Fig. 1: floorplan with the power grid
Scale bar: 20 um. Pins as bars on the die edge.
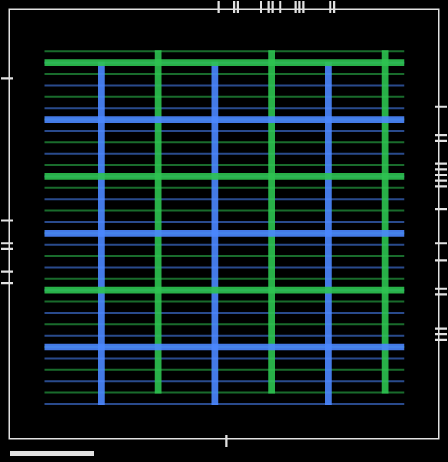
Fig. 2: cell area per tile
Scale bar: 20 um. The die is cut into 10 by 10 equal tiles; black is low, pale yellow is high, 0 to 100% covered.
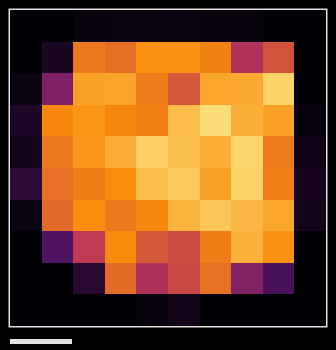
Fig. 3: track usage over the die
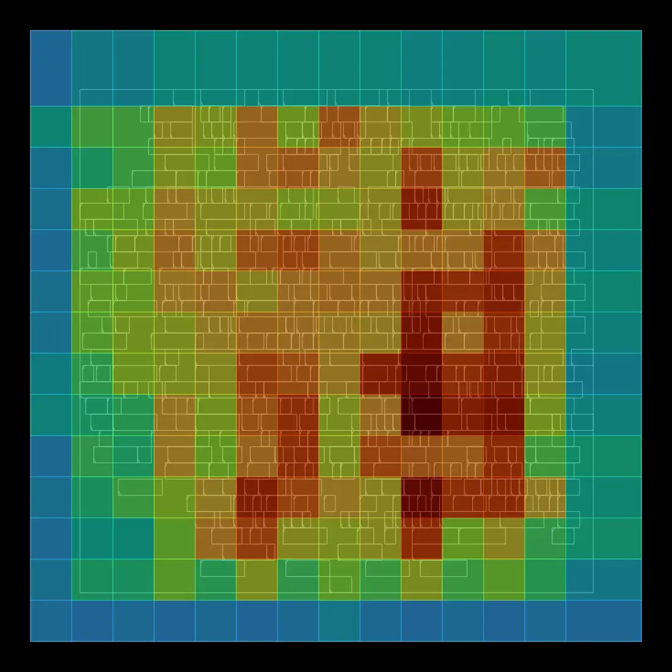
Fig. 4: cells coloured by class
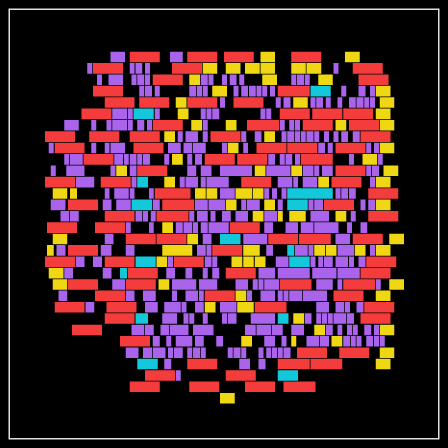
<file path="src/rtl/oled_sink_pkg.sv">
// Shared constants and types for the OLED SPI receive model.
// Holds the SSD1306 addressing opcodes and the command-parser state encoding.
package oled_sink_pkg;

    localparam logic [7:0] CMD_COL_ADDR  = 8'h21;
    localparam logic [7:0] CMD_PAGE_ADDR = 8'h22;

    typedef enum logic [2:0] {
        IDLE,
        COL_S,
        COL_E,
        PAGE_S,
        PAGE_E
    } parser_state_t;

endpackage

</file>
<file path="src/rtl/spi_rx_byte.sv">
// SPI mode-0 byte receiver oversampled on the system clock.
// Synchronises the pins, detects sck rising edges and assembles MSB-first bytes.
module spi_rx_byte (
    input  logic       clk,
    input  logic       rst,
    input  logic       sck,
    input  logic       mosi,
    input  logic       ss_n,
    input  logic       dc,
    output logic       byte_valid,
    output logic [7:0] rx_byte,
    output logic       dc_at_byte
);

    logic [1:0] sck_sync;
    logic [1:0] mosi_sync;
    logic [1:0] ss_sync;
    logic [1:0] dc_sync;
    logic       sck_hist;

    // Edge-detect stage: the rise pulse and the data bits it qualifies travel together.
    logic       rise_q;
    logic       mosi_q;
    logic       dc_q;

    logic [7:0] shift_reg;
    logic [2:0] bit_cnt;
    logic [7:0] next_shift;

    assign next_shift = {shift_reg[6:0], mosi_q};

    // NOTE: every register here uses <= so all stages sample the previous cycle's values.
    always_ff @(posedge clk) begin
        if (rst) begin
            sck_sync   <= 2'b00;
            mosi_sync  <= 2'b00;
            ss_sync    <= 2'b11;
            dc_sync    <= 2'b00;
            sck_hist   <= 1'b0;
            rise_q     <= 1'b0;
            mosi_q     <= 1'b0;
            dc_q       <= 1'b0;
            shift_reg  <= 8'h00;
            bit_cnt    <= 3'd0;
            byte_valid <= 1'b0;
            rx_byte    <= 8'h00;
            dc_at_byte <= 1'b0;
        end else begin
            sck_sync  <= {sck_sync[0], sck};
            mosi_sync <= {mosi_sync[0], mosi};
            ss_sync   <= {ss_sync[0], ss_n};
            dc_sync   <= {dc_sync[0], dc};
            sck_hist  <= sck_sync[1];

            rise_q <= sck_sync[1] & ~sck_hist & ~ss_sync[1];
            mosi_q <= mosi_sync[1];
            dc_q   <= dc_sync[1];

            byte_valid <= 1'b0;
            if (rise_q) begin
                shift_reg <= next_shift;
                bit_cnt   <= bit_cnt + 3'd1;
                if (bit_cnt == 3'd7) begin
                    byte_valid <= 1'b1;
                    rx_byte    <= next_shift;
                    dc_at_byte <= dc_q;
                end
            end

            // A release seen alongside the final edge still lets that byte complete above.
            if (ss_sync[1]) begin
                bit_cnt   <= 3'd0;
                shift_reg <= 8'h00;
            end
        end
    end

endmodule

</file>
<file path="src/rtl/oled_spi_sink.sv">
// Device end of the OLED SPI link: parses SSD1306 column/page window commands
// and turns data bytes into framebuffer write strobes in horizontal addressing order.
module oled_spi_sink
    import oled_sink_pkg::*;
#(
    parameter int COL_BITS  = 7,
    parameter int PAGE_BITS = 3
) (
    input  logic                          clk,
    input  logic                          rst,
    input  logic                          sck,
    input  logic                          mosi,
    input  logic                          ss_n,
    input  logic                          dc,
    output logic                          cmd_valid,
    output logic [7:0]                    cmd_byte,
    output logic                          fb_we,
    output logic [PAGE_BITS+COL_BITS-1:0] fb_addr,
    output logic [7:0]                    fb_data,
    output logic                          frame_done
);

    logic       byte_valid;
    logic [7:0] rx_byte;
    logic       dc_at_byte;

    spi_rx_byte u_rx (
        .clk        (clk),
        .rst        (rst),
        .sck        (sck),
        .mosi       (mosi),
        .ss_n       (ss_n),
        .dc         (dc),
        .byte_valid (byte_valid),
        .rx_byte    (rx_byte),
        .dc_at_byte (dc_at_byte)
    );

    parser_state_t state_q;
    parser_state_t state_d;

    logic [COL_BITS-1:0]  col_start;
    logic [COL_BITS-1:0]  col_end;
    logic [PAGE_BITS-1:0] page_start;
    logic [PAGE_BITS-1:0] page_end;
    logic [COL_BITS-1:0]  col;
    logic [PAGE_BITS-1:0] page;

    logic [COL_BITS-1:0]  arg_col;
    logic [PAGE_BITS-1:0] arg_page;

    assign arg_col  = rx_byte[COL_BITS-1:0];
    assign arg_page = rx_byte[PAGE_BITS-1:0];

    always_ff @(posedge clk) begin
        if (rst) begin
            state_q <= IDLE;
        end else begin
            state_q <= state_d;
        end
    end

    // Any data byte abandons a half-received window command.
    always_comb begin
        state_d = state_q;
        if (byte_valid) begin
            if (dc_at_byte) begin
                state_d = IDLE;
            end else begin
                unique case (state_q)
                    IDLE: begin
                        if (rx_byte == CMD_COL_ADDR) begin
                            state_d = COL_S;
                        end else if (rx_byte == CMD_PAGE_ADDR) begin
                            state_d = PAGE_S;
                        end
                    end
                    COL_S:   state_d = COL_E;
                    COL_E:   state_d = IDLE;
                    PAGE_S:  state_d = PAGE_E;
                    PAGE_E:  state_d = IDLE;
                    default: state_d = IDLE;
                endcase
            end
        end
    end

    always_ff @(posedge clk) begin
        if (rst) begin
            col_start  <= '0;
            col_end    <= '1;
            page_start <= '0;
            page_end   <= '1;
            col        <= '0;
            page       <= '0;
            cmd_valid  <= 1'b0;
            cmd_byte   <= 8'h00;
            fb_we      <= 1'b0;
            fb_addr    <= '0;
            fb_data    <= 8'h00;
            frame_done <= 1'b0;
        end else begin
            cmd_valid  <= 1'b0;
            fb_we      <= 1'b0;
            frame_done <= 1'b0;

            if (byte_valid && dc_at_byte) begin
                fb_we   <= 1'b1;
                fb_addr <= {page, col};
                fb_data <= rx_byte;
                if (col == col_end) begin
                    col <= col_start;
                    if (page == page_end) begin
                        page       <= page_start;
                        frame_done <= 1'b1;
                    end else begin
                        page <= page + PAGE_BITS'(1);
                    end
                end else begin
                    col <= col + COL_BITS'(1);
                end
            end

            if (byte_valid && !dc_at_byte) begin
                cmd_valid <= 1'b1;
                cmd_byte  <= rx_byte;
                unique case (state_q)
                    COL_S: begin
                        col_start <= arg_col;
                        col       <= arg_col;
                    end
                    COL_E:  col_end <= arg_col;
                    PAGE_S: begin
                        page_start <= arg_page;
                        page       <= arg_page;
                    end
                    PAGE_E: page_end <= arg_page;
                    default: ;
                endcase
            end
        end
    end

endmodule
</file>
<file path="config.mk">
export PLATFORM = sky130hd
export DESIGN_NAME = oled_spi_sink
export DESIGN_NICKNAME = d
export VERILOG_FILES = /design/src/rtl/oled_sink_pkg.sv /design/src/rtl/spi_rx_byte.sv /design/src/rtl/oled_spi_sink.sv
export SDC_FILE = /design/constraint.sdc
export NUM_CORES = 1
export LEC_CHECK = 0
export ABC_AREA = 0
export CORE_MARGIN = 8
export CORE_UTILIZATION = 51
export CTS_CLUSTER_SIZE = 14
export DETAILED_ROUTE_END_ITERATION = 10
export GPL_ROUTABILITY_DRIVEN = 0
export PLACE_DENSITY = 0.75
export RECOVER_POWER = 25
export SLEW_MARGIN = 5
export SYNTH_ARGS = -nofsm -noshare
export SYNTH_HDL_FRONTEND = slang
export SYNTH_SLANG_ARGS = --single-unit
</file>
<file path="constraint.sdc">
create_clock -name clk -period 1.6 [get_ports clk]
set_input_delay 0.32 -clock clk [delete_from_list [all_inputs] [get_ports clk]]
set_output_delay 0.32 -clock clk [all_outputs]
set_load 0.005 [all_outputs]
</file>
==> flow_summary.json <==
{
  "yosys-mux-area-fraction": 0.0461,
  "dr_wl_met2_um": 4580,
  "rsz0062_at_grt": "true",
  "path_cells": "xnor2_2 -> nand4_2 -> or2_4 -> buf_6 -> mux2i_1 -> o31ai_1",
  "r2r_cells": 6,
  "worst_ep_required_time_ns": 1.88,
  "detailedPlacementHpwl_um": 6400,
  "cts-hold-fix-buffers": 0,
  "outcome": "complete, but fails checks",
  "synth_largest_type_area_fraction": 0.495,
  "insertedDiodeCount": 0,
  "ys_async_sr_fraction": 0,
  "die_x_um": 102,
  "critPathLaunch": "col[1]",
  "crit_slowest_cell": "sky130_fd_sc_hd__dfxtp_2",
  "dpl_worst_slack_ns": -0.0374,
  "syn-num-nets": 448,
  "top_signal_layer_used": "met4",
  "fin_hold_viols": 0,
  "grt_max_degree": 34,
  "finish.cell_count_without_fillers": 601,
  "worst_hold_launch": "u_rx.sck_hist",
  "violations": "setup timing",
  "min_to": "u_rx.rise_q",
  "finalSetupViolations": 2,
  "post_cts.resized_instances": 6,
  "synthesis.area_mm2": 0.00380,
  "vdd_ir_drop_max_mv": 0.603,
  "postCtsSetupBuffers": 4,
  "enable_flop_cells": 0,
  "vias_in_the_first_global_route": 3147,
  "combinational_fraction_of_the_cell_area": 0.385,
  "critical_path.reg2reg.startpoint": "col[1]",
  "crit_path_end": "col[4]",
  "class_of_the_tightest_hold_or_removal_check": "flip-flop to flip-flop",
  "number_of_flip_flops_under_the_largest_register_name": 10,
  "comb_area_mm2": 0.00184,
  "layout.nets": 508,
  "clk-insertion-delay-late_ns": 0.36,
  "setup_slack_ns": -0.0355
}
-- Fig. 1 (at the start) --
[blue] VSS
[green] VDD
met4 straps: 6
met1 rails: 32
met5 straps: 6
rows: 31
signal pins: 35

-- Fig. 2 (at the start) --
nearly empty tiles: 22%
mean over tiles: 44%
emptiest ninth of the die: lower left
fullest tile: 93%

-- Fig. 3 (at the start) --
grt met2 use: 0.313
most utilized layer in the global route result: met2
met1 usage: 0.207
global-route usage over all layers: 0.183
Routed WL per cell: 15.4 um

-- Fig. 4 (at the start) --
[yellow] other buffers and delay cells | cells: 80 | share of their area: 15%
[purple] combinational and other logic | cells: 313 | share of their area: 40%
[red] flops | cells: 94 | share of their area: 41%
[cyan] clock drivers and dummy loads | cells: 15 | share of their area: 4.0%

==> worst max-delay path, delay by kind of cell (launching register included) <==
| family | cells | cell delay, ns |
|---|---|---|
| compound gates | 1 | 0.25 |
| xor+xnor | 1 | 0.19 |
| buf+inv | 1 | 0.14 |
| flops | 1 | 0.35 |
| mux | 1 | 0.12 |
| simple gates | 2 | 0.50 |
==> where the power goes <==
| group | total [uW] | switching (uW) | leakage, uW | internal (uW) |
|---|---|---|---|---|
| Combinational | 95.4 | 54.8 | 0.000819 | 40.6 |
| Sequential | 2350 | 5.24 | 0.000762 | 2350 |
| Clock | 1520 | 815 | 0.0000911 | 710 |
==> stage by stage <==
step | power, uW | TNS (ns)
after detailed placement | 2510 | -0.0403
after global placement | 2500 | 0
after floorplan | 2470 | -0.435
after global routing | 4130 | -0.416
after CTS | 4020 | 0
final | 3970 | -0.0577
==> cell usage in the layout, fill, tap and decap left out, types with 4 or more instances in the layout <==
master,count
sky130_fd_sc_hd__nor2_1,33
sky130_fd_sc_hd__nand2_1,104
sky130_fd_sc_hd__and2_1,4
sky130_fd_sc_hd__clkdlybuf4s50_1,33
sky130_fd_sc_hd__buf_6,4
sky130_fd_sc_hd__buf_4,38
sky130_fd_sc_hd__dfxtp_1,81
sky130_fd_sc_hd__xnor2_2,6
sky130_fd_sc_hd__nor2b_1,13
sky130_fd_sc_hd__mux2i_1,12
sky130_fd_sc_hd__a211o_1,11
sky130_fd_sc_hd__xnor2_1,9
sky130_fd_sc_hd__inv_1,8
sky130_fd_sc_hd__mux2_2,4
sky130_fd_sc_hd__dfxtp_2,12
sky130_fd_sc_hd__clkbuf_8,9
sky130_fd_sc_hd__a21oi_1,50
==> cell families after synthesis <==
kind of cell	count (synthesis)
fa+ha+maj	4
simple gates	189
compound gates	80
mux	17
buf+inv	39
flops	94
xor+xnor	15
Power and IR drop assume default switching activity.
